**config.mk**
```make
export PLATFORM = sky130hd
export DESIGN_NAME = text_buffer
export DESIGN_NICKNAME = d
export VERILOG_FILES = /design/src/rtl/text_buffer_pkg.sv /design/src/rtl/text_ram.sv /design/src/rtl/text_buffer.sv
export SDC_FILE = /design/constraint.sdc
export NUM_CORES = 1
export LEC_CHECK = 0
export CELL_PAD_IN_SITES_DETAIL_PLACEMENT = 0
export CELL_PAD_IN_SITES_GLOBAL_PLACEMENT = 2
export CORE_UTILIZATION = 30
export CTS_CLUSTER_DIAMETER = 200
export DETAILED_ROUTE_END_ITERATION = 8
export PLACE_DENSITY = 0.51
export SYNTH_ARGS = -nofsm -noshare
export SYNTH_HDL_FRONTEND = slang
export SYNTH_SLANG_ARGS = --single-unit
```
**constraint.sdc**
```tcl
create_clock -name clk -period 6.7 [get_ports clk]
set_input_delay 2.01 -clock clk [delete_from_list [all_inputs] [get_ports clk]]
set_output_delay 2.01 -clock clk [all_outputs]
set_load 0.005 [all_outputs]
```
**src/rtl/text_buffer_pkg.sv**
```systemverilog
// Shared constants, control codes and state encoding for the text window buffer.
// 32x4 cells of 8x16 glyphs placed at pixel (192,208).
package text_pkg;

  localparam int unsigned COLS = 32;
  localparam int unsigned ROWS = 4;
  localparam int unsigned CELLS = COLS * ROWS;

  localparam logic [9:0] X0 = 10'd192;
  localparam logic [9:0] Y0 = 10'd208;
  localparam logic [9:0] X_END = 10'd448;  // X0 + COLS*8
  localparam logic [9:0] Y_END = 10'd272;  // Y0 + ROWS*16

  localparam logic [7:0] BLANK = 8'h20;

  localparam logic [7:0] CC_BS = 8'h08;
  localparam logic [7:0] CC_LF = 8'h0A;
  localparam logic [7:0] CC_FF = 8'h0C;
  localparam logic [7:0] CC_CR = 8'h0D;

  typedef enum logic {
    CLEAR,
    IDLE
  } state_t;

endpackage

```
**src/rtl/text_ram.sv**
```systemverilog
// 128x8 simple dual-port cell store: one synchronous write port and one
// synchronous read-first read port.
module text_ram (
  input  logic       clk,
  input  logic       we,
  input  logic [6:0] waddr,
  input  logic [7:0] wdata,
  input  logic [6:0] raddr,
  output logic [7:0] rdata
);

  logic [7:0] mem [128];

  // NOTE: the array has no reset so it maps onto block/distributed RAM; the
  // owner clears it with a sweep instead.
  // NOTE: non-blocking assignments make the read return the pre-write byte
  // when both ports hit the same cell (read-first).
  always_ff @(posedge clk) begin
    if (we) begin
      mem[waddr] <= wdata;
    end
    rdata <= mem[raddr];
  end

endmodule

```
**src/rtl/text_buffer.sv**
```systemverilog
// Character-cell text buffer: byte-stream writer with cursor control on one
// side, pixel-coordinate to glyph-code lookup on the other.
module text_buffer
  import text_pkg::*;
(
  input  logic       clk,
  input  logic       rst_n,
  input  logic       char_valid,
  input  logic [7:0] char_data,
  output logic       char_ready,
  input  logic [9:0] x,
  input  logic [9:0] y,
  output logic [7:0] ascii_code,
  output logic [6:0] cursor,
  output logic       busy
);

  state_t     state_q, state_d;
  logic [6:0] clr_addr_q, clr_addr_d;
  logic [6:0] cursor_q, cursor_d;

  logic       we;
  logic [6:0] waddr;
  logic [7:0] wdata;

  logic       in_win, in_win_q;
  logic [4:0] rd_col;
  logic [1:0] rd_row;
  logic [7:0] rd_data;

  // NOTE: every output of this block gets a default first, so no path can
  // leave a value unassigned and infer a latch.
  always_comb begin
    state_d    = state_q;
    clr_addr_d = clr_addr_q;
    cursor_d   = cursor_q;
    we         = 1'b0;
    waddr      = cursor_q;
    wdata      = char_data;
    char_ready = 1'b0;
    busy       = 1'b0;

    case (state_q)
      CLEAR: begin
        busy       = 1'b1;
        we         = 1'b1;
        waddr      = clr_addr_q;
        wdata      = BLANK;
        clr_addr_d = clr_addr_q + 7'd1;
        if (clr_addr_q == 7'd127) begin
          state_d  = IDLE;
          cursor_d = 7'd0;
        end
      end

      IDLE: begin
        char_ready = 1'b1;
        if (char_valid) begin
          case (char_data)
            CC_CR, CC_LF: begin
              cursor_d = {cursor_q[6:5] + 2'd1, 5'd0};
            end
            CC_BS: begin
              if (cursor_q != 7'd0) begin
                cursor_d = cursor_q - 7'd1;
                we       = 1'b1;
                waddr    = cursor_q - 7'd1;
                wdata    = BLANK;
              end
            end
            CC_FF: begin
              state_d    = CLEAR;
              clr_addr_d = 7'd0;
            end
            default: begin
              we       = 1'b1;
              cursor_d = cursor_q + 7'd1;
            end
          endcase
        end
      end

      default: state_d = CLEAR;
    endcase
  end

  always_ff @(posedge clk or negedge rst_n) begin
    if (!rst_n) begin
      state_q    <= CLEAR;
      clr_addr_q <= 7'd0;
      cursor_q   <= 7'd0;
    end else begin
      state_q    <= state_d;
      clr_addr_q <= clr_addr_d;
      cursor_q   <= cursor_d;
    end
  end

  assign cursor = cursor_q;

  // Read side: window test and cell address come straight from the pixel
  // position; the window flag is delayed to line up with the RAM output.
  assign in_win = (x >= X0) && (x < X_END) && (y >= Y0) && (y < Y_END);
  assign rd_col = 5'((x - X0) >> 3);
  assign rd_row = 2'((y - Y0) >> 4);

  always_ff @(posedge clk or negedge rst_n) begin
    if (!rst_n) begin
      in_win_q <= 1'b0;
    end else begin
      in_win_q <= in_win;
    end
  end

  assign ascii_code = in_win_q ? rd_data : BLANK;

  text_ram u_ram (
    .clk   (clk),
    .we    (we),
    .waddr (waddr),
    .wdata (wdata),
    .raddr ({rd_row, rd_col}),
    .rdata (rd_data)
  );

endmodule

```
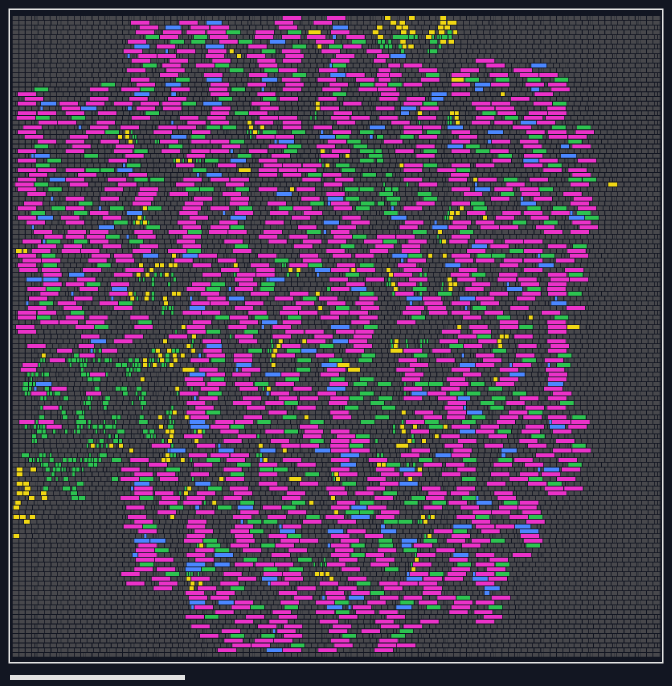
Fig. 1. Cell classes on the final placement (run 1).
Scale bar: 100 um. Fill, decap, tap and diode cells in gray.
| color | class | cells |
|---|---|---|
| magenta | registers | 1,048 |
| blue | clock drivers and dummy loads | 212 |
| yellow | remaining buffers and delay cells | 222 |
| green | remaining logic cells | 700 |

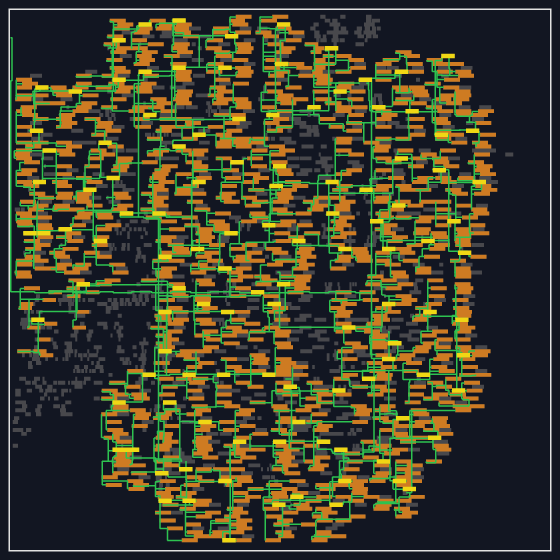
Fig. 2. Clock wires, drivers and flops (run 1).
[yellow] clock-net drivers | count: 113
[green] clock wires | length: 13,100 um
[orange] flip-flops | count: 1,048
routed clock nets: 114
flops lie: widely spread
Clk pwr share: 40.7%
Clk power: 6190 uW
clk_skew: 0.02522 ns
worst skew pair latency: 0.72 ns

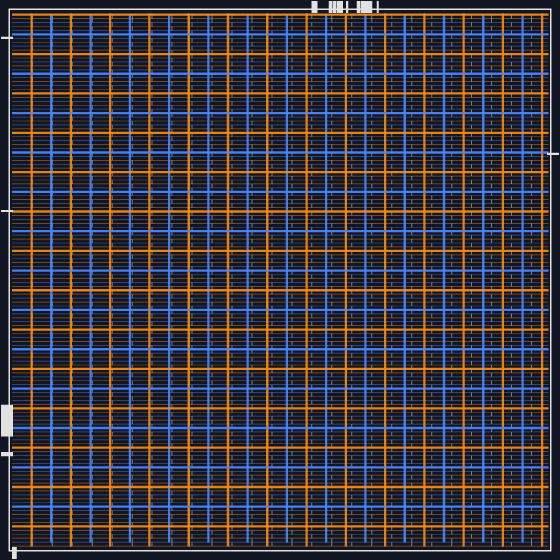
Fig. 3. Supply network (run 1).
Pins as bars on the die edge. Tap cells in gray.
| color | net |
|---|---|
| orange | VSS |
| blue | VDD |
tap cells: 1,781
met1 rails: 136
rows: 135
met5 straps: 27

==> results.cfg, run 1 <==
; physical design summary
[worst_hold_path]
whs_endpoint = clr_addr_q[4]
hold_class = flop to flop

[routing]
wl_met3_um = 5265
top_layer = met5
remaining_drc_errors = 0
drt_pass1_iterations = 5
wl_met2_um = 53520

[setup_path]
reg2reg_to = u_ram.mem[33][0]
reg2reg_from = cursor[3]
crit_type = input port to flop
crit_family = simple AND/OR/NAND/NOR gates
cp.required_ns = 7.04
cp_num_buf_inv = 1
worstPathArrival_ns = 5.61
cp_slowest_cell = nor2_1

[cts]
cts_tree = built
cts_max_path_buffers = 3
hold_buffers = 0
cts.repair_timing.setup_buffer_count = 0
numCtsBuffers = 113

[grt]
antenna_found_initial = 9
grt_first_pass_wirelength_um = 155100
grt_util_all_layers_pct = 15.71
grt_max_degree = 86
first_global_vias = 20530

[run_status]
status = finished clean

[floorplanning]
io_pins = 48
dieWidth_um = 373.2

[power_and_ir_drop]
p_comb_share_pct = 9.9
seq_power_share_pct = 49.4
power.switching_uw = 3687
p_int_uw = 11510

[finish]
area_delta_synth_final_pct = 18.09
nets = 2123
drive_above_1_share_pct = 32.68
comb_area_um2 = 9612
lay_top_cells = edfxtp_1, mux4_2, buf_4

[synthesis]
synth-edff-count = 1024
synth.avg_cell_area_um2 = 22.34
flop_cell = edfxtp_1
syn_nets = 1888
ys.flops = 1048
synth.distinct_cells = 56
synth-area-yosys_um2 = 41330

[placed_design]
io_buffer_count = 44

[final_timing]
setup_viol = 0
whs_ns = 0.5371
setup_ws_ns = 1.428
relSlewSlack_pct = 25.44
max_freq_mhz = 189.7
final_max_slew_viol_count = 0

[run]
log.warning_count = 33
[run 1: power by group through the flow]
| stage | sequential [uW] | combinational [uW] | clock [uW] |
|---|---|---|---|
| 2_1_floorplan | 7590 | 841 | 0 |
| 3_3_place_gp | 7640 | 1530 | 0 |
| 3_5_place_dp | 7640 | 1550 | 0 |
| 4_1_cts | 7510 | 1550 | 6350 |
| 5_1_grt | 7520 | 1610 | 6570 |
| 6_report | 7500 | 1510 | 6190 |
[run 1: sequential cells by signal (all words and copies together), names as in the netlist]
register,count
clr_addr_q,7
cursor,7
in_win_q,1
state_q,1
u_ram.mem,1024
u_ram.rdata,8
[run 1: worst register-to-register path: cells and delay by family, from the launching register on]
family,cells,cell delay [ns]
AND-OR/OR-AND,1,0.53
flip-flops,1,0.59
buffers and inverters,3,0.67
AND/OR/NAND/NOR,5,1.96
[run 1: how the worst max path moves through the flow]
stage,to,cells past startpoint,from,slack (ns)
floorplan,u_ram.mem[0][3],5,char_data[0],0.58
global placement,u_ram.mem[32][0],7,char_data[0],0.58
detailed placement,u_ram.mem[117][2],8,char_data[5],0.66
CTS,u_ram.mem[115][5],7,char_data[0],1.45
global route,u_ram.mem[53][2],8,char_data[0],1.14
finish,u_ram.mem[117][7],7,char_data[0],1.43
[run 1: cell type report]
| cell class | instances | share of cell area [%] |
|---|---|---|
| diodes | 1 | 0.005127 |
| clock buffers | 141 | 6.178 |
| clock inverters | 71 | 1.420 |
| inverters | 10 | 0.07691 |
| multi-input cells | 690 | 19.69 |
| flip-flops and latches | 1048 | 64.15 |
| well taps | 1781 | 4.566 |
| repair buffers | 222 | 3.912 |
[run 1: metal layers]
| layer | track usage (%) | vias to the layer above |
|---|---|---|
| met2 | 25.94 | 422 |
| met3 | 2.835 | 126 |
| met1 | 21.11 | 10560 |
| li1 | - | 8353 |
| met5 | 0 | - |
| met4 | 4.701 | 4 |
[run 1: logic make-up (layout without fill, tap and decap cells)]
family | after synthesis | after routing | synth area share (%)
buffers and inverters | 112 | 444 | 1.144
multiplexers | 347 | 347 | 18.60
AND/OR/NAND/NOR | 260 | 260 | 2.930
flip-flops | 1048 | 1048 | 75.75
AND-OR/OR-AND | 64 | 64 | 1.108
other | 0 | 1 | 0
XOR/XNOR | 12 | 12 | 0.2543
adder cells (fa/ha/maj) | 7 | 7 | 0.2119
[run 1: cell usage after synthesis (9+ instances only)]
cell	n	area [um^2]
buf_2	27	135.1
nor3_1	43	215.2
mux4_2	336	7567
edfxtp_1	1024	30750
nand3_1	20	100.1
nor2_1	108	405.4
buf_1	14	52.55
nand2_1	38	142.6
dfrtp_1	16	400.4
clkbuf_1	57	214.0
inv_1	9	33.78
and2_1	11	68.82
o21ai_0	18	90.09
[run 1: metrics by stage]
stage / std cells / instance area [um^2] / total power (uW) / utilization, %
floorplan: 1850 / 41340 / 8434 / -
global placement: 3751 / 45090 / 9170 / 33.12
detailed placement: 3751 / 45100 / 9190 / 33.12
CTS: 3963 / 48810 / 15410 / 35.85
global route: 3963 / 48810 / 15700 / 35.85
finish: 3964 / 48810 / 15200 / 35.85
Fig. 4: run 1, signal wires on met2
Scale bar: 100 um.
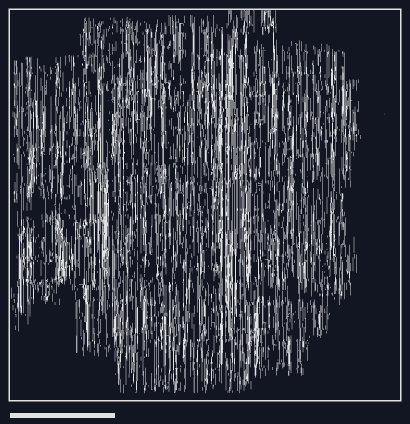

==> inputs of run 2 (changes only) <==
==> constraint.sdc (replaced) <==
create_clock -name clk -period 4.4 [get_ports clk]
set_input_delay 1.32 -clock clk [delete_from_list [all_inputs] [get_ports clk]]
set_output_delay 1.32 -clock clk [all_outputs]
set_load 0.005 [all_outputs]
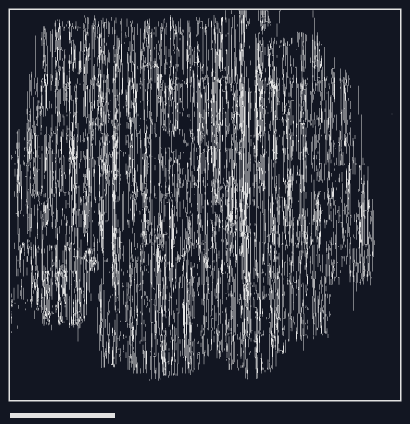
Fig. 5. Signal wires on met2 (run 2).
Scale bar: 100 um.
nets with wire on the layer: 2,031
longest straight run: 139 um
wire length on this layer: 53.2 mm
main direction: vertical
share of all routed wire: 49%

==> run 2 against run 1 <==
Non-clock buffer count rose by 89. Area after synthesis stayed put. Sequential share of layout area fell by 2.1 points. Routed wire length up 0.68%. Flip-flop count unchanged. Clock skew increased by 0.0049 ns. Final area rose by 3.4%. Utilization grew 1.2 points. Register-to-register slack lost 1.9 ns. Sequential power increased by 52%. Count of clock-buffer cells in the layout is 1 lower. Highest routed layer is now met4.
==> results.cfg, run 2 <==
; physical design summary
[cts]
hold_buffers = 0
clk_latency_ns = 0.73
cts_tree = built
clkSlewWorstSetupHoldPaths_ns = 0.06
cts_max_path_buffers = 3

[power_and_ir_drop]
power.switching_uw = 5694
power_uw = 23980
p_int_uw = 18280
seq_power_share_pct = 47.4
power_frac_clock_pct = 41.5
power.leakage_uw = 0.01595

[placed_design]
place_area_um2 = 46500
io_buffer_count = 44
place_inst = 3840

[synthesis]
area_leaders = edfxtp_1, mux4_2, nor2_1
postSynthSeqShare_pct = 75.75
synth_top_cell_by_area = edfxtp_1
ys.flops = 1048
synth.avg_cell_area_um2 = 22.34
syn_nets = 1888
synthTopCellsByCount = edfxtp_1, mux4_2, nor2_1
synth.most_common_cell = edfxtp_1
synth.distinct_cells = 56
synth-edff-count = 1024
synth-area-yosys_um2 = 41330
flop_cell = edfxtp_1
async_flop_share_pct = 1.527

[run_status]
status = finished clean

[finish]
largest_reg_flops = 1024
fin_util_pct = 37.08
largest-register = u_ram.mem
stdcell_area_um2 = 50480
stdcell_count = 4058
area_delta_synth_final_pct = 22.13
nets = 2214
drive_above_1_share_pct = 36.02

[grt]
antenna_found_initial = 4
met3_usage_pct = 2.453
grt_util_all_layers_pct = 15.87
grt_max_degree = 63
grt_busiest_layer = met2
grt-ovfl-total = 0
first_global_vias = 21180
grt_first_pass_wirelength_um = 157800
use_met2_pct = 25.72
grt_use_met1_pct = 22.44

[floorplanning]
dieWidth_um = 373.2
fp.dieH_um = 373.2
io_pins = 48

[setup_path]
crit_type = input port to flop
cp.required_ns = 4.72
critPathLaunch = char_data[4]
crit_family = simple AND/OR/NAND/NOR gates
cp_slowest_cell = or4_1
cp_num_buf_inv = 4
worstPathArrival_ns = 4.52

[routing]
drt_pass1_iterations = 5
remaining_drc_errors = 0

[final_timing]
finClkSkew_ns = 0.03007
final_max_slew_viol_count = 0
relSlewSlack_pct = 40.16
whs_ns = 0.5358
max_freq_mhz = 238.2
setup_viol = 0

[worst_hold_path]
hold_class = flop to flop

[run]
log.warning_count = 33
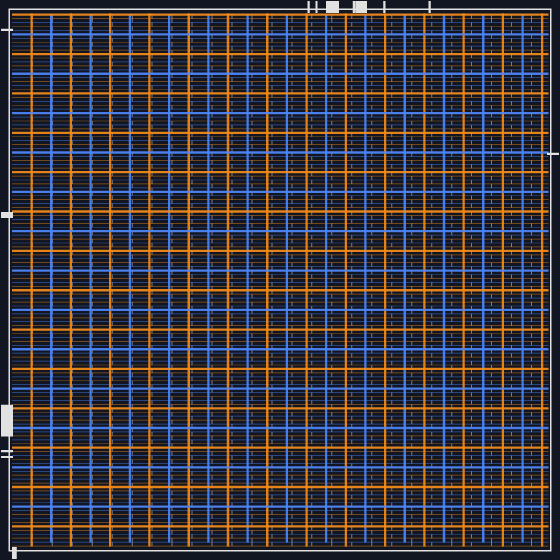
Fig. 6. Supply network (run 2).
Pins as bars on the die edge. Tap cells in gray.
| color | net |
|---|---|
| blue | VDD |
| orange | VSS |
met4 straps: 27
signal pins: 48
rows: 135
met5 straps: 27
met1 rails: 136

run 2: cell counts after synthesis:
No cell type changed its count.
run 2: logic make-up after synthesis:
logic type               after synthesis  synth area share [%]
AND-OR/OR-AND                         64                 1.108
XOR/XNOR                              12                0.2543
adder cells (fa/ha/maj)                7                0.2119
buffers and inverters                112                 1.144
flip-flops                          1048                 75.75
multiplexers                         347                 18.60
AND/OR/NAND/NOR                      260                 2.930
run 2: worst paths after layout:
path,end,cells after the start
max reg2reg,u_ram.mem[79][0],9
min reg2reg,clr_addr_q[4],2
max in group asynchronous,cursor[1],2
min,clr_addr_q[4],2
max,u_ram.mem[92][1],10
min in group asynchronous,in_win_q,2
run 2: worst min-delay path: stages, from the launching register on:
cell,delay [ns]
dfrtp_1,0.37
nand2_1,0.05
o21ai_0,0.07
run 2: area by class of cell:
cell class	instances	area (um^2)
fillers	12400	85660
multi-input cells	690	9642
clock buffers	140	3033
repair buffers	311	3316
flip-flops and latches	1048	31310
inverters	10	37.54
diodes	3	7.507
clock inverters	75	907.1
well taps	1781	2228
run 2: metal layers:
metal	routed length, um	part of all wire (%)	vias up
met5	0	0	-
met4	2039	1.9	0
met3	4655	4.2	114
met2	53240	49	423
met1	49630	45	10880
li1	-	-	8529
run 2: power by group through the flow:
| stage | clock (uW) | sequential [uW] | combinational (uW) |
|---|---|---|---|
| 6_report | 9950 | 11400 | 2670 |
| 5_1_grt | 10600 | 11400 | 2850 |
| 4_1_cts | 10200 | 11400 | 2720 |
| 3_5_place_dp | 0 | 11600 | 2720 |
| 3_3_place_gp | 0 | 11600 | 2680 |
| 2_1_floorplan | 0 | 11600 | 1280 |
run 2: what timing repair did:
action / CTS / global route
gates resized: 1 / 11
setup endpoints to repair: 8 / 90
buffers inserted: 0 / 0
run 2: through the flow:
| stage | setup WS, ns | setup TNS, ns |
|---|---|---|
| after floorplan | 0.2101 | 0 |
| after global placement | -0.7924 | -232.76 |
| after detailed placement | -0.7928 | -245.20 |
| after CTS | 0.003030 | 0 |
| after global routing | 0.001419 | 0 |
| final | 0.2016 | 0 |
Fig. 7: run 2, clock wires, drivers and flops
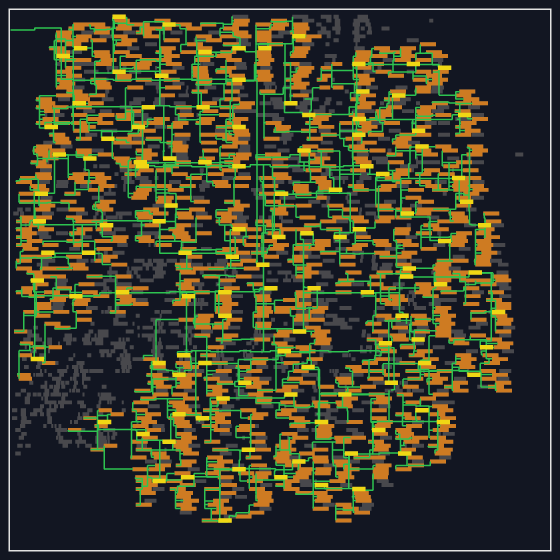

==> inputs of run 3 (changes only) <==
--- a/config.mk
+++ b/config.mk
@@ -9,6 +9,7 @@
 export CELL_PAD_IN_SITES_GLOBAL_PLACEMENT = 2
 export CORE_UTILIZATION = 30
 export CTS_CLUSTER_DIAMETER = 200
+export CTS_CLUSTER_SIZE = 30
 export DETAILED_ROUTE_END_ITERATION = 8
 export PLACE_DENSITY = 0.51
 export SYNTH_ARGS = -nofsm -noshare
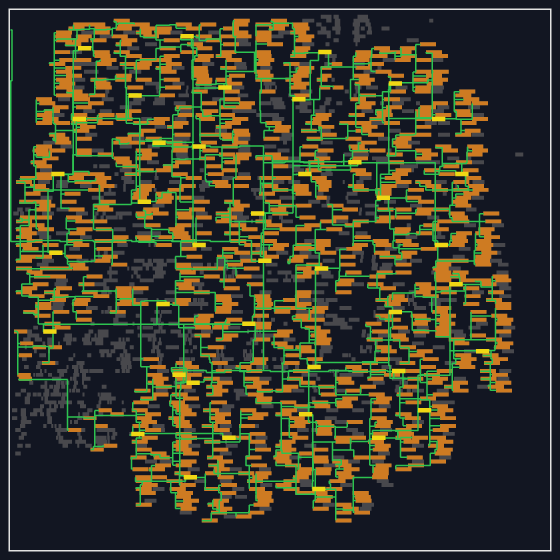
Fig. 8. Clock wires, drivers and flops (run 3).
[yellow] clock-net drivers | count: 40
[orange] flip-flops | count: 1,048
[green] clock wires | length: 11,600 um
routed clock nets: 41
flops lie: widely spread
Clk power: 4740 uW
clk_skew: 0.04715 ns
worst skew pair latency: 0.67 ns
Clk pwr share: 25.3%

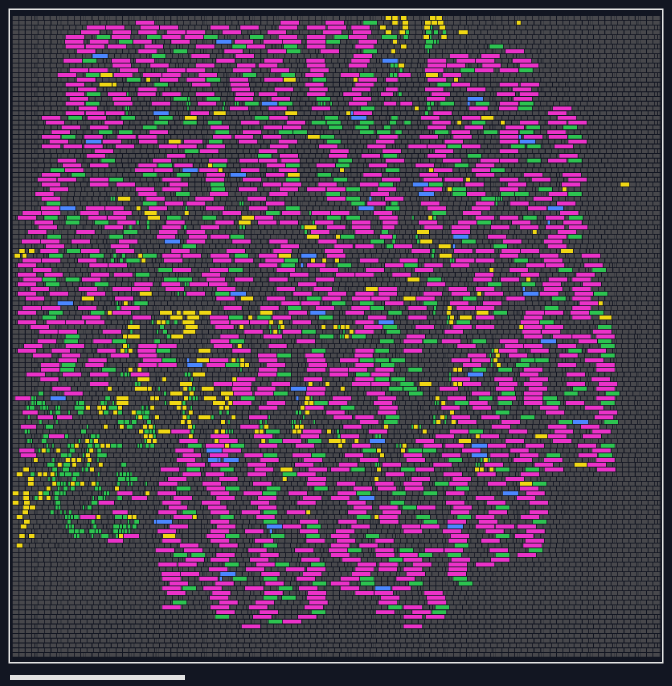
Fig. 9. Cell classes on the final placement (run 3).
Scale bar: 100 um. Fill, decap, tap and diode cells in gray.
| color | class | cells |
|---|---|---|
| magenta | registers | 1,048 |
| blue | clock drivers and dummy loads | 57 |
| yellow | remaining buffers and delay cells | 311 |
| green | remaining logic cells | 700 |
Seq area share: 65.70%
final core area utilization: 35.00%
core region area: 136,100 um^2
Rows: 135
Design Area, Final: 47,660 um^2

==> run 3 against run 2 <==
First-iteration DRC count decreased by 1.8%. Register-to-register slack improved by 0.02 ns. Worst hold slack improved by 0.0086 ns. Utilization down 2.1 points. Combinational power barely moved. Largest cell class unchanged. Count of clock-buffer cells in the layout is 85 lower. Sequential share of layout area rose by 3.7 points. Die size unchanged. Highest routed layer unchanged. Critical path depth unchanged. Worst setup slack worse by 0.067 ns. Critical path type unchanged. Global-route usage down 0.37 points. Maximum frequency is 1.6% lower.
==> results.cfg, run 3 <==
; physical design summary
[synthesis]
ys.flops = 1048
synth_top_cell_by_area = edfxtp_1
synthTopCellsByCount = edfxtp_1, mux4_2, nor2_1
synth.most_common_cell = edfxtp_1
flop_cell = edfxtp_1
synth-area-yosys_um2 = 41330
synth-edff-count = 1024
top_area_share_pct = 74.40
synth.avg_cell_area_um2 = 22.34
area_leaders = edfxtp_1, mux4_2, nor2_1
postSynthSeqShare_pct = 75.75
syn_nets = 1888
yosysWarnings = 0
async_flop_share_pct = 1.527
synth.distinct_cells = 56

[cts]
numCtsBuffers = 40
clkSlewWorstSetupHoldPaths_ns = 0.11
cts_max_path_buffers = 3
cts_tree = built

[run_status]
status = finished clean

[finish]
fillCellCount = 12610
reg_top3 = u_ram.mem: 1024 flops, u_ram.rdata: 8 flops
stdcell_count = 3898
drive_above_1_share_pct = 32.56
area_delta_synth_final_pct = 15.30
nets = 2139
lay_top_cells = edfxtp_1, mux4_2, buf_4
largest_reg_flops = 1024

[power_and_ir_drop]
power.leakage_uw = 0.01459

[setup_path]
worstPathArrival_ns = 4.56
cp.required_ns = 4.69
cpMostUsedCell = buf_4
crit_family = simple AND/OR/NAND/NOR gates
cp_slowest_cell = nor2_1
cp_num_buf_inv = 4

[routing]
drt_pass1_iterations = 7
remaining_drc_errors = 0

[grt]
grt-ovfl-total = 0
antenna_found_initial = 4
grt_util_all_layers_pct = 15.50
grt_max_degree = 63
grt_first_pass_wirelength_um = 154400
first_global_vias = 20400

[floorplanning]
dieWidth_um = 373.2
fp.dieH_um = 373.2
io_pins = 48

[final_timing]
final_max_slew_viol_count = 0
setup_viol = 0
tightest_slew_ns = 0.8924
fin_setup_tns_ns = 0
max_freq_mhz = 234.4

[placed_design]
place_area_um2 = 46500
io_buffer_count = 44
place_inst = 3840

[run]
log.warning_count = 34
==> run 3: cell types whose count changed in the layout (fill, tap and decap cells not counted), moves of 3 or more <==
cell / change
bufinv_16: -18
clkbuf_1: -7
clkbuf_16: -74
clkbuf_8: -4
clkinv_1: -21
clkinv_2: -20
clkinv_8: -3
clkinvlp_4: -8
==> run 3: power breakdown <==
group	total, uW	internal, uW	switching (uW)	leakage [uW]
clock	4740	1780	2960	0.000541
combinational	2670	1070	1600	0.00456
sequential	11300	11200	100	0.00949
==> run 3: metal layers <==
metal | up-vias | track usage (%) | share of wire [%]
met5 | - | 0 | 0
met4 | 0 | 2.924 | 1.7
met3 | 73 | 1.818 | 3.5
met2 | 337 | 25.67 | 49
met1 | 10700 | 22.11 | 46
li1 | 8260 | - | -
==> run 3: repair_timing <==
action	CTS	global route
gates cloned	0	0
endpoints found under the setup margin	32	136
gates resized	4	8
==> run 3: worst paths after layout <==
kind	startpoint	to	slack (ns)	cells after the start
worst max-delay path	char_data[4]	u_ram.mem[92][6]	0.13	10
worst min-delay path	clr_addr_q[4]	clr_addr_q[4]	0.54	2
worst max register to register	cursor[5]	u_ram.mem[79][3]	0.79	9
worst min register to register	clr_addr_q[4]	clr_addr_q[4]	0.54	2
max in group asynchronous	rst_n	clr_addr_q[1]	3.05	2
min in group asynchronous	rst_n	in_win_q	1.05	2
==> run 3: metrics by stage <==
stage | total power (uW) | setup slack, ns
CTS | 19000 | 0.04289
global route | 19400 | -0.02619
global placement | 14250 | -0.7924
finish | 18750 | 0.1345
detailed placement | 14290 | -0.7928
floorplan | 12840 | 0.2101
==> run 3: area by class of cell <==
cell class / instances / area [um^2] / share of cell area [%]
tap: 1781 / 2228 / 4.676
sequential: 1048 / 31310 / 65.70
multi-input combinational: 690 / 9642 / 20.23
timing repair buffer: 311 / 3316 / 6.958
clock inverter: 2 / 20.02 / 0.04201
antenna: 1 / 2.502 / 0.005251
clock buffer: 55 / 1100 / 2.308
inverter: 10 / 37.54 / 0.07876
==> run 3: cell families (layout without fill, tap and decap cells) <==
| group | after synthesis | count (layout) | share of synthesized area, % |
|---|---|---|---|
| other cells | 0 | 1 | 0 |
| buf+inv | 112 | 378 | 1.144 |
| simple gates | 260 | 260 | 2.930 |
| mux | 347 | 347 | 18.60 |
| flops | 1048 | 1048 | 75.75 |
| xor+xnor | 12 | 12 | 0.2543 |
| fa+ha+maj | 7 | 7 | 0.2119 |
| compound gates | 64 | 64 | 1.108 |
==> run 3: worst register-to-register path: stages, from the launching register on <==
cell      delay, ns
dfrtp_1        0.42
or4_1          0.58
nor2_1         0.41
o32ai_1        0.21
buf_4          0.18
a211oi_1       0.23
buf_4          0.18
nand3_1        0.13
buf_12         0.20
nor2_1         0.72
No activity file was given, so power comes from the tool's default toggle rates.
